**src/rtl/nios_touch_event_queue_if.sv**
```systemverilog
// Avalon-MM slave bus of the touch event queue, with one-cycle registered read data.
interface nios_touch_event_queue_if;
    logic [2:0]  address;
    logic        chipselect;
    logic        read;
    logic        write;
    logic [31:0] writedata;
    logic [31:0] readdata;

    modport master (
        output address,
        output chipselect,
        output read,
        output write,
        output writedata,
        input  readdata
    );

    modport slave (
        input  address,
        input  chipselect,
        input  read,
        input  write,
        input  writedata,
        output readdata
    );
endinterface

```
**src/rtl/nios_touch_event_queue.sv**
```systemverilog
// Touch panel event queue for a Nios host: turns press/release/coordinate/repeat
// activity into FIFO events that are popped through an Avalon-MM register window.
module nios_touch_event_queue #(
    parameter int COORD_W    = 12,
    parameter int FIFO_DEPTH = 8
) (
    input  logic               Clock,
    input  logic               Resetn,
    input  logic               Touch_En,
    input  logic               Coord_En,
    input  logic [COORD_W-1:0] X_Coord,
    input  logic [COORD_W-1:0] Y_Coord,
    nios_touch_event_queue_if.slave bus,
    output logic               irq
);

    localparam int PTR_W   = $clog2(FIFO_DEPTH);
    localparam int CNT_W   = PTR_W + 1;
    localparam int ENTRY_W = 2 + 2 * COORD_W;

    typedef enum logic [1:0] {
        EV_COORD   = 2'b00,
        EV_PRESS   = 2'b01,
        EV_RELEASE = 2'b10,
        EV_REPEAT  = 2'b11
    } ev_type_t;

    logic               touch_q;
    logic [COORD_W-1:0] x_lat;
    logic [COORD_W-1:0] y_lat;

    logic               rep_armed;
    logic               rep_seen;
    logic [31:0]        rep_cnt;

    logic [31:0]        limit_reg;
    logic [2:0]         irq_en;
    logic [7:0]         irq_thr;

    logic [ENTRY_W-1:0] mem [FIFO_DEPTH];
    logic [PTR_W-1:0]   wr_ptr;
    logic [PTR_W-1:0]   rd_ptr;
    logic [CNT_W-1:0]   count;
    logic               lost;
    logic [31:0]        readdata_q;

    logic               ev_press;
    logic               ev_release;
    logic               ev_coord;
    logic               ev_repeat;
    logic               push_req;
    logic               collision;
    ev_type_t           push_type;
    logic [COORD_W-1:0] push_x;
    logic [COORD_W-1:0] push_y;

    logic               bus_wr;
    logic               bus_rd;
    logic               flush;
    logic               lost_clr;
    logic               empty;
    logic               full;
    logic               pop;
    logic               overflow;
    logic               do_push;
    logic               do_pop;

    logic [ENTRY_W-1:0] head;
    logic [1:0]         head_type;
    logic [COORD_W-1:0] head_x;
    logic [COORD_W-1:0] head_y;
    logic [7:0]         count_8;
    logic [31:0]        rd_next;

    assign ev_press   = Touch_En & ~touch_q;
    assign ev_release = ~Touch_En & touch_q;
    assign ev_coord   = Coord_En & Touch_En;
    assign ev_repeat  = rep_armed & rep_seen & Touch_En & (rep_cnt == 32'd0);
    assign push_req   = ev_press | ev_release | ev_coord | ev_repeat;
    // Press and release are mutually exclusive, so any other pairing means a loser.
    assign collision  = ((ev_press | ev_release) & (ev_coord | ev_repeat))
                      | (ev_coord & ev_repeat);

    always_comb begin
        push_type = EV_REPEAT;
        push_x    = x_lat;
        push_y    = y_lat;
        if (ev_release) begin
            push_type = EV_RELEASE;
        end else if (ev_press) begin
            push_type = EV_PRESS;
        end else if (ev_coord) begin
            push_type = EV_COORD;
            push_x    = X_Coord;
            push_y    = Y_Coord;
        end
    end

    assign bus_wr   = bus.chipselect & bus.write;
    assign bus_rd   = bus.chipselect & bus.read;
    assign flush    = bus_wr & (bus.address == 3'd2) & bus.writedata[1];
    assign lost_clr = bus_wr & (bus.address == 3'd2) & bus.writedata[0];

    assign empty    = (count == '0);
    assign full     = (count == CNT_W'(FIFO_DEPTH));
    assign pop      = bus_rd & (bus.address == 3'd0) & ~empty;
    assign do_push  = push_req & (~full | pop) & ~flush;
    assign do_pop   = pop & ~flush;
    assign overflow = push_req & full & ~pop & ~flush;

    assign head      = mem[rd_ptr];
    assign head_type = head[ENTRY_W-1 -: 2];
    assign head_x    = head[2*COORD_W-1 -: COORD_W];
    assign head_y    = head[COORD_W-1:0];
    assign count_8   = 8'(count);

    // Register-map read mux; EVENT reads as all zeros when nothing is queued.
    always_comb begin
        rd_next = 32'd0;
        case (bus.address)
            3'd0: begin
                if (!empty) begin
                    rd_next = {1'b1, head_type, 1'b0, 14'(head_x), 14'(head_y)};
                end
            end
            3'd1: rd_next = limit_reg;
            3'd2: rd_next = {16'd0, count_8, 5'd0, lost, full, empty};
            3'd3: rd_next = {16'd0, irq_thr, 5'd0, irq_en};
            default: rd_next = 32'd0;
        endcase
    end

    always_ff @(posedge Clock or negedge Resetn) begin
        if (!Resetn) begin
            touch_q <= 1'b0;
            x_lat   <= '0;
            y_lat   <= '0;
        end else begin
            touch_q <= Touch_En;
            if (Coord_En) begin
                x_lat <= X_Coord;
                y_lat <= Y_Coord;
            end
        end
    end

    // The first reload after arming only starts the period, so it raises no REPEAT.
    always_ff @(posedge Clock or negedge Resetn) begin
        if (!Resetn) begin
            rep_armed <= 1'b0;
            rep_seen  <= 1'b0;
            rep_cnt   <= 32'd0;
        end else if (!Touch_En) begin
            rep_armed <= 1'b0;
            rep_seen  <= 1'b0;
            rep_cnt   <= 32'd0;
        end else begin
            if (ev_coord) begin
                rep_armed <= 1'b1;
            end
            if (rep_armed) begin
                if (rep_cnt == 32'd0) begin
                    rep_cnt  <= limit_reg;
                    rep_seen <= 1'b1;
                end else begin
                    rep_cnt <= rep_cnt - 32'd1;
                end
            end
        end
    end

    always_ff @(posedge Clock or negedge Resetn) begin
        if (!Resetn) begin
            limit_reg <= 32'hFFFF_FFFF;
            irq_en    <= 3'd0;
            irq_thr   <= 8'd0;
        end else if (bus_wr) begin
            if (bus.address == 3'd1) begin
                limit_reg <= bus.writedata;
            end
            if (bus.address == 3'd3) begin
                irq_en  <= bus.writedata[2:0];
                irq_thr <= bus.writedata[15:8];
            end
        end
    end

    always_ff @(posedge Clock) begin
        if (do_push) begin
            mem[wr_ptr] <= {push_type, push_x, push_y};
        end
    end

    always_ff @(posedge Clock or negedge Resetn) begin
        if (!Resetn) begin
            wr_ptr <= '0;
            rd_ptr <= '0;
            count  <= '0;
        end else if (flush) begin
            wr_ptr <= '0;
            rd_ptr <= '0;
            count  <= '0;
        end else begin
            if (do_push) begin
                wr_ptr <= wr_ptr + PTR_W'(1);
            end
            if (do_pop) begin
                rd_ptr <= rd_ptr + PTR_W'(1);
            end
            case ({do_push, do_pop})
                2'b10:   count <= count + CNT_W'(1);
                2'b01:   count <= count - CNT_W'(1);
                default: count <= count;
            endcase
        end
    end

    // A new loss in the same cycle as a clear request wins, so no loss goes unreported.
    always_ff @(posedge Clock or negedge Resetn) begin
        if (!Resetn) begin
            lost <= 1'b0;
        end else begin
            lost <= (lost & ~lost_clr) | collision | overflow;
        end
    end

    always_ff @(posedge Clock or negedge Resetn) begin
        if (!Resetn) begin
            readdata_q <= 32'd0;
            irq        <= 1'b0;
        end else begin
            readdata_q <= rd_next;
            irq        <= (irq_en[0] & ~empty)
                        | (irq_en[1] & (count_8 >= irq_thr))
                        | (irq_en[2] & lost);
        end
    end

    assign bus.readdata = readdata_q;

endmodule

```
**src/flat_wrapper.sv**
```systemverilog
// flat-port wrapper written by rule: the top's interface ports become plain ports
module nios_touch_event_queue_flat 
#(
    parameter int COORD_W    = 12,
    parameter int FIFO_DEPTH = 8
)
  (Clock, Resetn, Touch_En, Coord_En, X_Coord, Y_Coord, irq, bus_address, bus_chipselect, bus_read, bus_write, bus_writedata, bus_readdata);
  nios_touch_event_queue_if bus_i ();
  input  logic Clock;
  input  logic Resetn;
  input  logic Touch_En;
  input  logic Coord_En;
  input  logic [COORD_W-1:0] X_Coord;
  input  logic [COORD_W-1:0] Y_Coord;
  output logic irq;
  input wire logic [$bits(bus_i.address)-1:0] bus_address;
  input wire logic [$bits(bus_i.chipselect)-1:0] bus_chipselect;
  input wire logic [$bits(bus_i.read)-1:0] bus_read;
  input wire logic [$bits(bus_i.write)-1:0] bus_write;
  input wire logic [$bits(bus_i.writedata)-1:0] bus_writedata;
  output wire logic [$bits(bus_i.readdata)-1:0] bus_readdata;
  assign bus_i.address = bus_address;
  assign bus_i.chipselect = bus_chipselect;
  assign bus_i.read = bus_read;
  assign bus_i.write = bus_write;
  assign bus_i.writedata = bus_writedata;
  assign bus_readdata = bus_i.readdata;
  nios_touch_event_queue #(.COORD_W(COORD_W), .FIFO_DEPTH(FIFO_DEPTH)) u_core (.Clock(Clock), .Resetn(Resetn), .Touch_En(Touch_En), .Coord_En(Coord_En), .X_Coord(X_Coord), .Y_Coord(Y_Coord), .bus(bus_i), .irq(irq));
endmodule
```
**config.mk**
```make
export PLATFORM = sky130hd
export DESIGN_NAME = nios_touch_event_queue_flat
export DESIGN_NICKNAME = d
export VERILOG_FILES = /design/src/rtl/nios_touch_event_queue_if.sv /design/src/rtl/nios_touch_event_queue.sv /design/src/flat_wrapper.sv
export SDC_FILE = /design/constraint.sdc
export NUM_CORES = 1
export LEC_CHECK = 0
export CORE_UTILIZATION = 44
export CTS_CLUSTER_DIAMETER = 40
export DETAILED_ROUTE_END_ITERATION = 8
export PLACE_DENSITY = 0.69
export SETUP_SLACK_MARGIN = 0.5
export SYNTH_ARGS = -nofsm -noshare
export SYNTH_HDL_FRONTEND = slang
export SYNTH_SLANG_ARGS = --single-unit
```
**constraint.sdc**
```tcl
create_clock -name Clock -period 7.8 [get_ports Clock]
set_input_delay 1.56 -clock Clock [delete_from_list [all_inputs] [get_ports Clock]]
set_output_delay 1.56 -clock Clock [all_outputs]
set_load 0.01 [all_outputs]
```
### Cell area per tile, run 1

19 x 19 tiles, from black (low) to pale yellow (high), 0 to 100% covered.
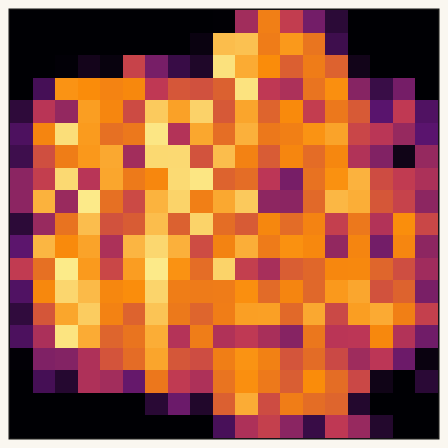
The densest ninth of the die: middle. 22% of the tiles are over 75% full. The mean over all tiles is 50%.

### I/O nets highlighted, run 1

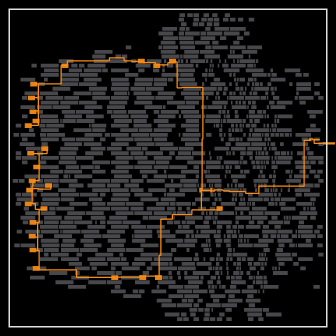
Key: Coord_En = orange [bits 1, direction input, end cells 27, buffers 2, wire 625 um]
IO Port Bufs: 98
I/O pin total: 99

### Cell placement, run 1

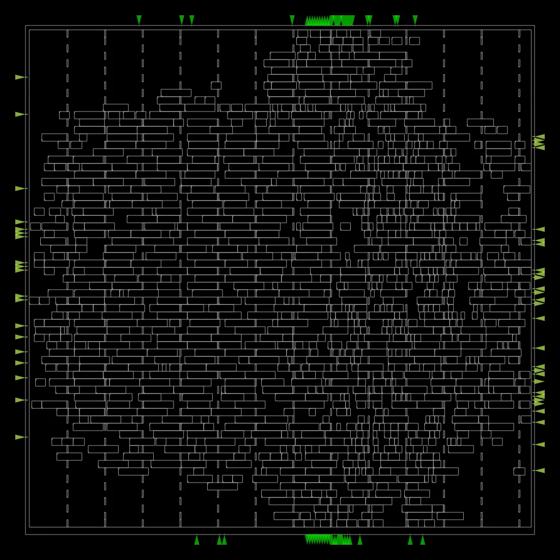
number of fill cells: 2713
fin cells: 1557
Rows: 67
Flops: 354
fin util: 53.60%

==> flow_metrics.env, run 1 <==
# yosys + openroad results
export IMPL_crit_path_cell_trace="clkdlybuf4s50_1 -> nand3_1 -> or4b_2 -> o211ai_1 -> buf_4 -> ha_1 -> ha_1 -> a31o_2 -> a211oi_1 -> xnor2_1 -> nor2_1"
export IMPL_avgSynthCellArea_um2=15.44
export IMPL_cp_arrival_ns=5.22
export IMPL_synth_main_ff_cell="edfxtp_1"
export IMPL_worst_path_stages=11
export IMPL_clk_share_pct=8.125
export IMPL_critPathKind="in -> reg"
export IMPL_async_reset_ff_share_pct=41.24
export IMPL_simple_gate_area_share_pct=7.044
export IMPL_cts_max_level=2
export IMPL_inverters=14
export IMPL_antenna_found_initial=0
export IMPL_finalCritPeriodShare_pct=61.60
export IMPL_cts_tree="yes"
export IMPL_numCtsBuffers=43
export IMPL_finalSetupViolations=0
export IMPL_largest_class="sequential cells"
export IMPL_end_kind="register"
export IMPL_layout_area_comb_um2=4822
export IMPL_cts_resized=0
export IMPL_coreArea_um2=33530
export IMPL_worst_hold_path_endpoint="u_core.y_lat[0]"
export IMPL_clk_latency_ns=0.54
export IMPL_dp_hpwl_mm=20.68
export IMPL_edf_count=208
export IMPL_ir_drop_uv=192.5
export IMPL_regArea_um2=9945
export IMPL_cts_sinks=354
export IMPL_fp_nets=1050
export IMPL_critical_path_endpoint="u_core.count[3]"
export IMPL_crit_top_cell="ha_1"
export IMPL_via_count=8819
export IMPL_clock_path_buffers=3
export IMPL_largest_register_ffs=208
export IMPL_wl_met3_mm=1.740
export IMPL_layout_min_cycle_time_ns=4.804
export IMPL_netlist_area_um2=14990
export IMPL_finalHoldViolCount=0
export IMPL_synth_cell_type_count=58
export IMPL_rrSetupSlack_ns=4.08
export IMPL_comb_multi_input_count=543
export IMPL_status="finished clean"
export IMPL_gp_congestion=0.8547
export IMPL_wl_met1_mm=14.69
export IMPL_tool_warnings=28
export IMPL_final_cell_mix="edfxtp_1 (208), dfrtp_1 (112), clkdlybuf4s50_1 (97)"
export IMPL_hold_path_class="reg -> reg"
run 1: cells in the mapped netlist, types with 3 or more instances:
cell	count	area share, %
buf_1	12	0.30
nor3_1	19	0.63
and2_1	4	0.17
mux4_2	52	7.8
dfrtp_1	114	19
o22ai_1	14	0.58
or3_1	9	0.38
o21ai_0	56	1.9
o211ai_1	4	0.20
a31oi_1	8	0.33
nand2b_1	6	0.25
mux2i_1	42	2.8
mux2_2	93	7.0
nand3_1	11	0.37
nor2_1	29	0.73
xor2_1	4	0.23
a32o_1	8	0.53
or4_1	9	0.45
nand4_1	5	0.21
nor4b_1	4	0.23
and3_1	4	0.17
edfxtp_1	208	42
a22oi_1	8	0.40
dfstp_2	32	5.6
o311ai_0	4	0.23
nand2_1	64	1.6
clkbuf_1	45	1.1
nor4_1	18	0.75
or2_2	6	0.25
ha_1	13	1.1
o21a_1	3	0.15
a21oi_1	14	0.47
inv_1	14	0.35
run 1: power breakdown:
| part | internal [uW] | switching, uW | total, uW |
|---|---|---|---|
| logic | 867 | 1110 | 1980 |
| registers | 2440 | 253 | 2690 |
| clock network | 1230 | 779 | 2010 |
run 1: through the flow:
stage	total power [uW]	setup slack, ns	std cells	utilization [%]
6_report	6679	2.996	1557	53.60
5_1_grt	7012	2.826	1557	53.60
4_1_cts	6719	3.011	1557	53.60
3_5_place_dp	4686	2.443	1477	49.24
3_3_place_gp	4639	2.536	1477	49.24
2_1_floorplan	4049	1.659	971	-
run 1: kinds of logic (layout without fill, tap and decap cells):
family,count (synthesis),count (layout)
AOI/OAI and AO/OA,136,136
buffers and inverters,74,212
adders and majority gates,13,13
and+or+nand+nor,202,202
muxes,187,187
xor gates and xnor gates,5,5
DFF,354,354
### The metal 3 layer, run 1

The bar under the picture is 50 um long.
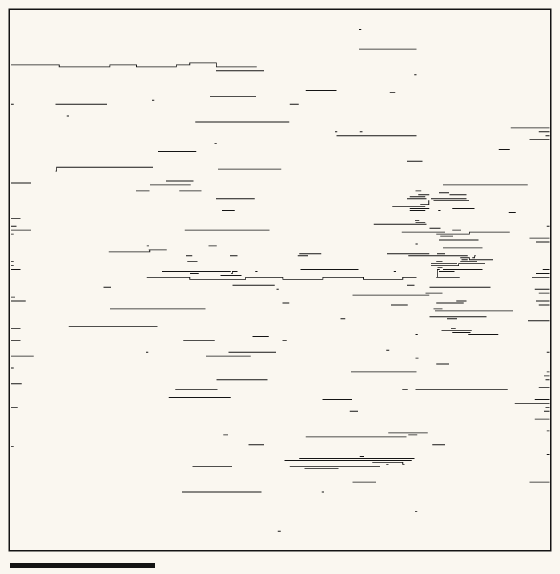

==> run 1 -> run 2 <==
- clock period: 7.8 -> 4.6 ns (I/O delays scaled with it)
### The metal 3 layer, run 2

The bar under the picture is 50 um long.
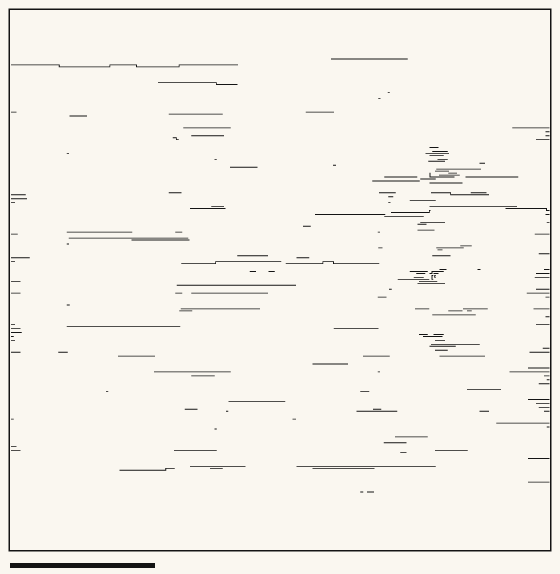
126 nets have wire on it. The wires run mostly horizontal.
GR Util met3: 2.896%
Post-Route WL: 32.69 mm

==> flow_metrics.env, run 2 <==
# yosys + openroad results
export IMPL_fp_nets=1050
export IMPL_coreArea_um2=33530
export IMPL_cts_tree="yes"
export IMPL_cp_arrival_ns=3.96
export IMPL_numCtsBuffers=45
export IMPL_port_buffers=98
export IMPL_synth_main_ff_cell="edfxtp_1"
export IMPL_dp_hpwl_mm=20.91
export IMPL_regArea_um2=9945
export IMPL_fmax_mhz=281.7
export IMPL_async_reset_ff_share_pct=41.24
export IMPL_largest_register_ffs=208
export IMPL_largest_area_cell="edfxtp_1"
export IMPL_final_util_pct=53.97
export IMPL_layout_min_cycle_time_ns=3.550
export IMPL_antenna_found_initial=0
export IMPL_common_cells="edfxtp_1 (208), dfrtp_1 (114), mux2_2 (93), nand2_1 (64), o21ai_0 (56)"
export IMPL_topCellsByArea="edfxtp_1 (42%), dfrtp_1 (19%), mux4_2 (7.8%)"
export IMPL_worst_pin_slew_ns=0.9573
export IMPL_layout_area_comb_um2=4863
export IMPL_clock_path_buffers=3
export IMPL_die_h_um=186.6
export IMPL_final_cell_mix="edfxtp_1 (208), dfrtp_1 (112), clkdlybuf4s50_1 (97)"
export IMPL_postCtsSetupRepairBufs=0
export IMPL_end_kind="register"
export IMPL_timing_hold_ws_ns=0.3944
export IMPL_yosys_area_um2=14990
export IMPL_critPathLaunchType="register"
export IMPL_ir_drop_uv=334.5
export IMPL_io_pins=99
export IMPL_cts_resized=0
export IMPL_edf_count=208
export IMPL_simple_gate_area_share_pct=7.044
export IMPL_place_ws_ns=0.5301
export IMPL_cts_max_level=2
export IMPL_finalSetupViolations=0
export IMPL_rows=67
export IMPL_hold_path_class="in -> async"
export IMPL_rrSetupSlack_ns=1.05
export IMPL_status="finished clean"
export IMPL_n_fill_cell=2723
export IMPL_cts_sinks=354
export IMPL_clk_latency_ns=0.53
export IMPL_ys_flops=354
export IMPL_fp_util_pct=44.71
export IMPL_critPathKind="reg -> reg"
export IMPL_synth_cell_type_count=58
export IMPL_gp_congestion=0.8400
export IMPL_ys_seq_share_pct=66.30
export IMPL_synth_top_area_share_pct=41.67
export IMPL_finalCritPeriodShare_pct=77.17
export IMPL_netlist_area_um2=14990
export IMPL_via_count=8799
export IMPL_finalHoldViolCount=0
export IMPL_tool_warnings=29
export IMPL_most_common_cell="edfxtp_1"
export IMPL_finalWorstSetupSlack_ns=1.050
export IMPL_drtPass1Iterations=6
export IMPL_ys_sh_adder_pct=1.085
export IMPL_r2r_end="u_core.count[3]"
export IMPL_overflow=0
export IMPL_clk_pin_slew_ns=0.06
export IMPL_avgSynthCellArea_um2=15.44
export IMPL_critPathMaxFanout=9
### I/O nets highlighted, run 2

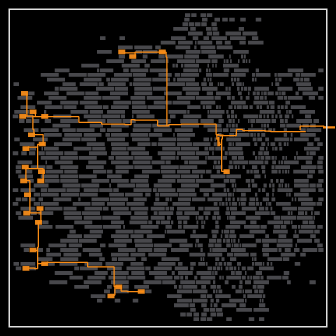
Key: Coord_En = orange [bits 1, direction input, end cells 27, buffers 2, wire 560 um]

## run 2: cell counts after synthesis
No cell type changed its count.
## run 2: layout make-up
cell class              count  share of cell area [%]
flip-flops and latches    354                   54.95
clock inverters            28                   1.314
well taps                 448                   3.097
clock buffers              55                   6.720
multi-input cells         543                   26.87
inverters                  14                  0.2904
repair buffers            130                   6.755
## run 2: where the power goes
part,leakage [uW],switching (uW),total (uW),internal [uW]
Combinational,0.00219,1760,3270,1500
Sequential,0.00369,550,4680,4130
Clock,0.000715,1360,3340,1980
Total,0.00660,3680,11300,7610
## run 2: worst max-delay path, stage by stage (launching register included)
cell,delay [ns]
dfrtp_1,0.40
inv_1,0.08
ha_1,0.20
or3b_2,0.57
nor4_1,0.22
buf_4,0.19
and4_1,0.28
o211ai_1,0.14
ha_1,0.28
ha_1,0.35
a31o_2,0.25
a211oi_1,0.28
xnor2_1,0.15
nor2_1,0.05
## run 2: worst max path at each step
stage,start,end,cells past startpoint
finish,u_core.rep_cnt[0],u_core.count[3],13
global route,u_core.rep_cnt[0],u_core.count[3],13
CTS,bus_address[1],u_core.count[3],10
detailed placement,bus_address[1],u_core.count[3],10
global placement,bus_address[1],u_core.count[3],10
floorplan,u_core.rep_cnt[0],u_core.mem[2][0],8
## run 2: layer usage
| layer | vias to the layer above | global-route usage [%] | part of all wire, % |
|---|---|---|---|
| met5 | - | 0 | 0 |
| met4 | 0 | 5.738 | 2.1 |
| met3 | 46 | 2.896 | 4.6 |
| met2 | 291 | 29.89 | 48 |
| met1 | 4447 | 26.81 | 46 |
| li1 | 4015 | - | - |
## run 2: metrics by stage
step                power (uW)  instances
floorplan                 6883        971
global placement          7928       1489
detailed placement        7991       1489
CTS                      11360       1572
global route             11850       1572
finish                   11290       1572
### Cell area per tile, run 2

19 x 19 tiles, from black (low) to pale yellow (high), 0 to 100% covered.
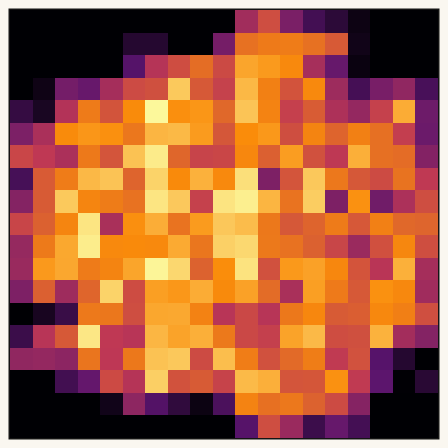

==> run 2 -> run 3 <==
- PLACE_DENSITY: 0.69 -> 0.72
- clock period: 4.6 -> 3.1 ns (I/O delays scaled with it)
### Cell area per tile, run 3

19 x 19 tiles, from black (low) to pale yellow (high), 0 to 100% covered.
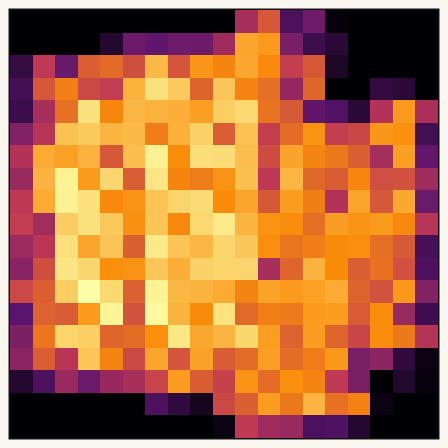
The emptiest ninth of the die: top right. The densest ninth of the die: middle. 14% of the tiles are nearly empty. 36% of the tiles are over 75% full.
fp_density: 44.71%
CORE AREA: 33530 um^2

==> flow_metrics.env, run 3 <==
# yosys + openroad results
export IMPL_port_buffers=98
export IMPL_synth_cell_type_count=58
export IMPL_io_pins=99
export IMPL_netlist_area_um2=14990
export IMPL_p_seq_share_pct=37.0
export IMPL_largest_area_cell="edfxtp_1"
export IMPL_drtPass1Iterations=5
export IMPL_end_kind="register"
export IMPL_edf_count=208
export IMPL_finalHoldViolCount=0
export IMPL_critPathLaunchType="register"
export IMPL_ys_flops=354
export IMPL_routed_wl_mm=38.59
export IMPL_power_switching_uw=6061
export IMPL_seq_power_uw=6910
export IMPL_avgSynthCellArea_um2=15.44
export IMPL_wl_met1_mm=15.93
export IMPL_crit_family="simple AND/OR/NAND/NOR gates"
export IMPL_ys_seq_share_pct=66.30
export IMPL_hold_path_class="in -> async"
export IMPL_cp_arrival_ns=3.25
export IMPL_drive_gt1_share_pct=34.19
export IMPL_worst_path_stages=10
export IMPL_dp_hpwl_mm=22.44
export IMPL_cts_sinks=354
export IMPL_clock_path_buffers=3
export IMPL_largest_register_ffs=208
export IMPL_p_clk_uw=5340
export IMPL_crit_slowest_cell="or4_4"
export IMPL_worst_pin_slew_ns=0.6391
export IMPL_antenna_found_initial=0
export IMPL_final_cell_mix="edfxtp_1 (208), dfrtp_1 (112), clkdlybuf4s50_1 (96)"
export IMPL_clk_latency_ns=0.56
export IMPL_crit_path_cell_trace="or4_4 -> nor4_4 -> and4_4 -> o211ai_1 -> buf_6 -> buf_6 -> nor4b_4 -> buf_4 -> buf_6 -> buf_8"
export IMPL_critPathMaxFanout=6
export IMPL_finalCritPeriodShare_pct=95.90
export IMPL_slowest_delay_ns=0.55
export IMPL_rows=67
export IMPL_via_count=9510
export IMPL_cts_resized=28
export IMPL_cts_tree="yes"
export IMPL_postCtsSetupRepairBufs=25
export IMPL_tool_warnings=31
export IMPL_gp_congestion=0.8668
export IMPL_grtUsageMet1_pct=28.27
export IMPL_critPathBufInv=5
export IMPL_clkPwrFrac_pct=28.6
export IMPL_clk_pin_slew_ns=0.06
export IMPL_p_sw_share_pct=32.44
export IMPL_grtUsageMet2_pct=34.63
export IMPL_overflow=0
export IMPL_met3_usage_pct=4.589
export IMPL_crit_top_cell="buf_6"
export IMPL_r2r_end="u_core.mem[1][16]"
export IMPL_critPathKind="reg -> reg"
export IMPL_finalSetupViolations=0
export IMPL_fp_nets=1050
export IMPL_synth_top_area_share_pct=41.67
export IMPL_pg_comb_uw=6430
export IMPL_async_reset_ff_share_pct=41.24
export IMPL_p_comb_share_pct=34.4
export IMPL_status="finished clean"
export IMPL_met2_length_mm=19.25
export IMPL_ir_drop_uv=575.3
export IMPL_fmax_mhz=336.4
export IMPL_power_leader="sequential cells"
export IMPL_wl_met3_mm=2.388
export IMPL_grt_busiest_layer="met2"
export IMPL_layout_min_cycle_time_ns=2.973
export IMPL_cts_max_level=2
### Gate-type map, run 3

The bar under the picture is 50 um long.
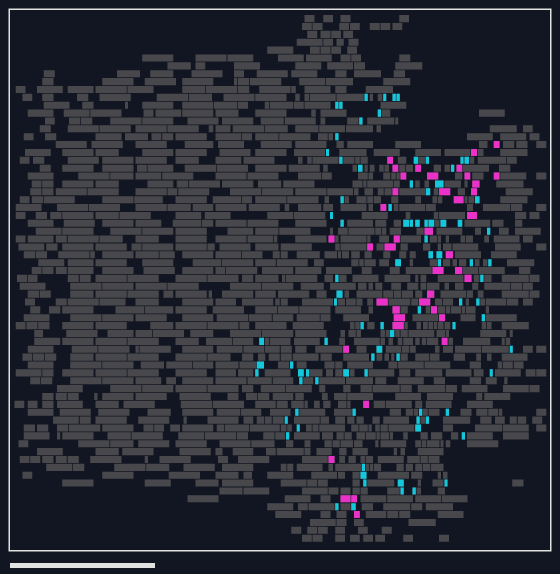
Key: and/or cells = magenta [cells 41]; nand cells = cyan [cells 88]

-- run 3: netlist changes by cell type in the layout (fill, tap and decap cells not counted), sizes merged --
cell           delta
clkbuf            +4
buf              +80
clkinv            -1
dlygate4sd2       +1
inv               -1
clkdlybuf4s50     -1
bufinv            +5
-- run 3: how the worst max path moves through the flow --
stage	from	to	slack [ns]
after floorplan	Touch_En	u_core.count[3]	-0.64
after global placement	bus_address[1]	u_core.count[3]	-0.34
after detailed placement	bus_address[1]	u_core.count[3]	-0.40
after CTS	u_core.rep_cnt[7]	u_core.count[3]	0.13
after global routing	u_core.rep_cnt[7]	u_core.count[2]	0.03
final	u_core.rep_cnt[7]	u_core.mem[1][16]	0.13
-- run 3: cells by family after synthesis --
kind of cell	synth area share (%)
simple gates	7.044
xor+xnor	0.2921
mux	17.60
buf+inv	1.961
compound gates	5.709
fa+ha+maj	1.085
flops	66.31
-- run 3: per-stage QoR --
| stage | utilization [%] | setup slack, ns | cells | TNS, ns | area [um^2] |
|---|---|---|---|---|---|
| floorplan | - | -0.6412 | 971 | -105.26 | 15240 |
| global placement | 51.37 | -0.3391 | 1529 | -1.675 | 17220 |
| detailed placement | 51.37 | -0.4024 | 1529 | -6.952 | 17220 |
| CTS | 57.45 | 0.1326 | 1644 | 0 | 19260 |
| global route | 58.58 | 0.02645 | 1659 | 0 | 19640 |
| finish | 58.58 | 0.1270 | 1659 | 0 | 19640 |
-- run 3: layout make-up --
cell class | count | area (um^2)
fill | 2540 | 13890
sequential | 354 | 9945
multi-input combinational | 543 | 5014
timing repair buffer | 219 | 2535
clock buffer | 50 | 1155
tap | 448 | 560.5
clock inverter | 31 | 377.9
inverter | 14 | 57.56
No activity file was given, so power comes from the tool's default toggle rates.
